Register map, names as in the netlist:
Bar = 50 um.
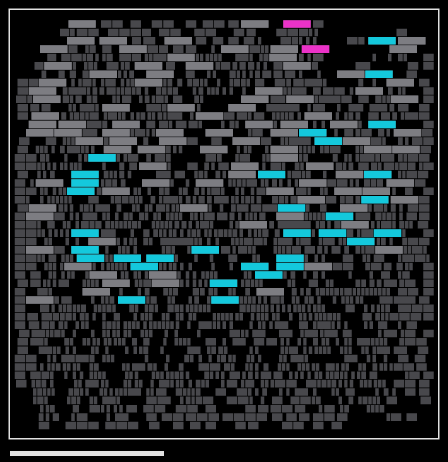
I/O pins on the die edge:
Pins as bars across the die edge, other pins in grey.
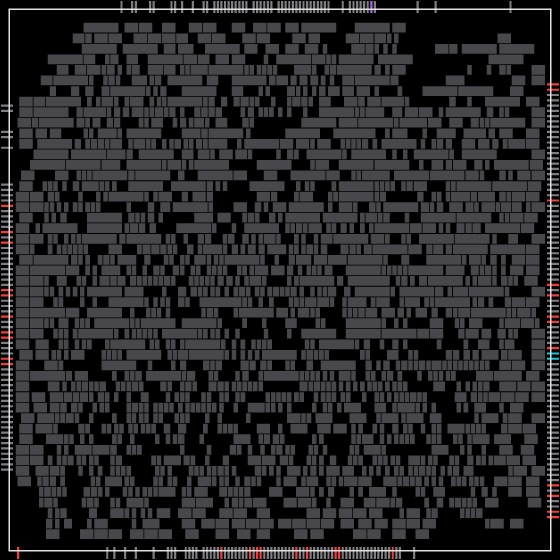
Selected gate families:
Bar = 50 um.
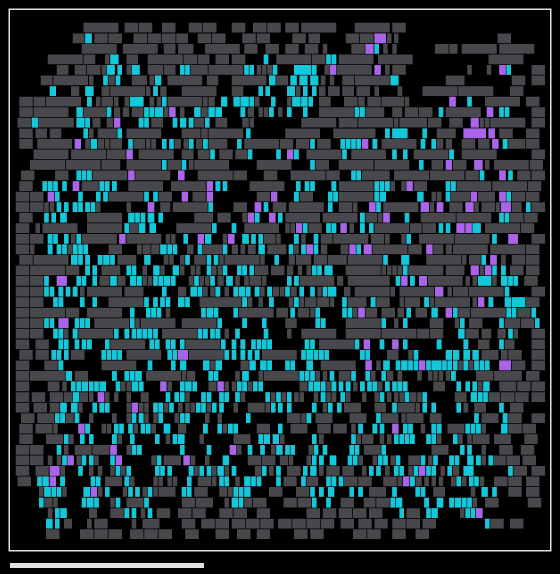
Clock wiring as the flow saved it:
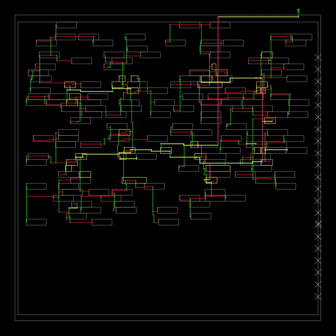
Metal layers overlaid:
Only two layers are drawn.
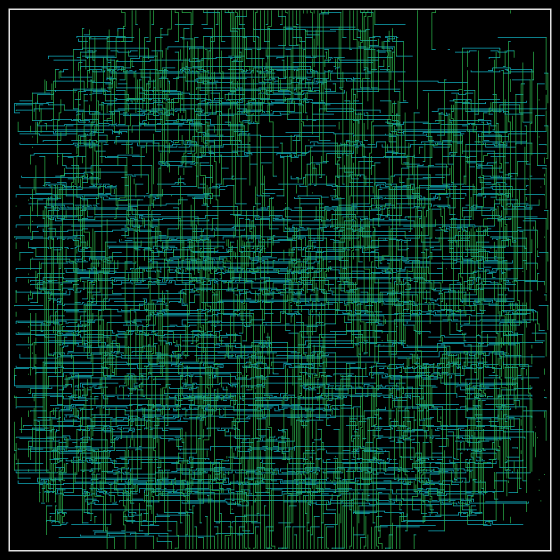
Design riscv_pc_unit, sky130hd; sources not shown.
==> Changelog: implementation <==
## Implementation

- Site Rows: 49
- Seq power: 0.00160 W
- Fmax: 0.1786 GHz
- Ant. Diodes: 0
- Register-to-register setup slack: 2.78 ns
- WL final: 32670 um
- Cts hold-fix bufs: 0
- Resize count post-CTS: 0
- Hold Path Stages: 2
- Num tapcells: 229
- Synth Cell Area: 9414 um2
- Post-DRT Antenna Nets: 0
- DRC Markers: 22
- DR vias/cell: 5.311
- Worst-margin pin slew: 0.8198 ns
- # H-tree levels: 4
- Int Pwr: 0.003322 W
- TNS Setup: 0 ns
- Power Dens Cells: 479.4 nW/um2
- Hold slack final: 0.4759 ns
- Placed Cells: 1904
- Fin crit period: 5.601 ns
- Routed length per instance: 16.87 um
- Combinational share of power: 60.2%
- Arrival time worst endpoint: 4.15 ns
- Largest net degree at the start of global routing: 84
- Synth top area cells: dfrtp_1 35%, nand2_1 24%, inv_1 8.1%, nand3_1 5.1%, xor2_1 4.7%
- Met2 WL: 14710 um
- Core Density at Floorplan: 51.70%
- Area Overhead vs Synth: 34.57%
- # IOs: 267
- Initial antenna violation count: 0
- Compound-Gate Fraction of Synth Area: 5.290%
- Simple Share, Synth: 39.59%
- R2r worst-path depth: 10
- Met1 WL: 13480 um
- Mapped Cells: 1437
- Count of multi-input gates: 1065
- Hpwl dp: 25940 um
- Pleak: 6.390 nW
- Yosys cell count: 1437
- Non-clk buf share: 21.55%
- Avg Inst Size Synth: 6.551 um2
- Bufs w/o clock: 272
- Die area: 19380 um2
- Library cells used by synthesis: 42
- Max FO, Critical Path: 4
- Status: finished with violations
- Final worst path period share: 96.56%
- Area leader, netlist: dfrtp_1
- Adder share: 4.599%
- Max-area cell share: 34.56%
- Most instantiated logic cell after routing: nand2_1
- Maxcap violations: 0
- Ys flops: 130
- Tot Pwr: 0.006073 W
- Total CTS buffers: 17
- YS warnings: 0
- CP startpoint kind: input port
- Main power group: combinational cells
- Vias in the first global route: 9640
- Final hold vios: 0
- Slew Limit Fails: 0
- First-pass iteration count of the detailed router: 7
- 1st-iter DRT viols: 802
- Clock Skews: 0.01660 ns
- Met3 WL post-DR: 2905 um
- Top Layout Cells: 601 x nand2_1, 265 x clkdlybuf4s50_1, 202 x inv_1
- Count leader, synth: nand2_1
- Failing checks: DRC
- RePlAce Congestion: 0.9553
- Final core occ: 69.57%
- Yosys xor share: 5.675%
- Placed cell area: 12250 um2
- Post-synth seq share: 34.56%
- Fillers: 1598
## Picture notes: 'register map, names as in the netlist'
cyan -> o_PC  # sequential cells 32
magenta -> state_q  # sequential cells 2
not coloured = 96
sequential cell area: 3253 um2
flop share of the area: 25.68%

## Picture notes: 'I/O pins on the die edge'
cyan -> i_PCSrc  # pins 2, direction input, edge right
purple -> i_stall  # pins 1, direction input, edge top
red -> i_ALUResult  # pins 32, direction input, edge 12 right, 10 bottom, 10 left
Die Span Y: 139.2 um
Die W: 139.2 um
Port-buffer cells: 265

## Picture notes: 'selected gate families'
purple -> aoi and oai cells  # cells 87, most used o21ai_1, where widely spread
cyan -> nand cells  # cells 719, most used nand2_1, where widely spread
logic share of the area: 41.01%
post-route insts no fill: 1936

## Picture notes: 'clock wiring as the flow saved it'
Flops: 130
clock-net power: 0.000821 W
Sink Count: 130
clk latency late pin: 0.44 ns

## Picture notes: 'metal layers overlaid'
cyan -> M1  # wire length 13500 um
green -> M2  # wire length 14700 um
GRT Resource Usage Total: 34.36%
Via Count: 10.28k

[worst max-delay path, stage by stage]
cell	delay, ns
clkdlybuf4s50_1	0.42
ha_1	0.30
fa_1	0.48
nand3_1	0.12
nand3_1	0.15
nand2_1	0.09
nand2_1	0.08
nand2_1	0.07
nand2_1	0.11
nand2_1	0.11
nand2_1	0.05
nand2_1	0.07
and2_1	0.12
clkdlybuf4s50_1	0.53
[layer usage]
layer  GRT usage, %  vias up
li1               -     4945
met1          44.60     4705
met2          54.89      546
met3          6.435       86
met4          17.60        0
met5              0        -
Power figures rest on the tool's default switching activity, not on a simulated workload.
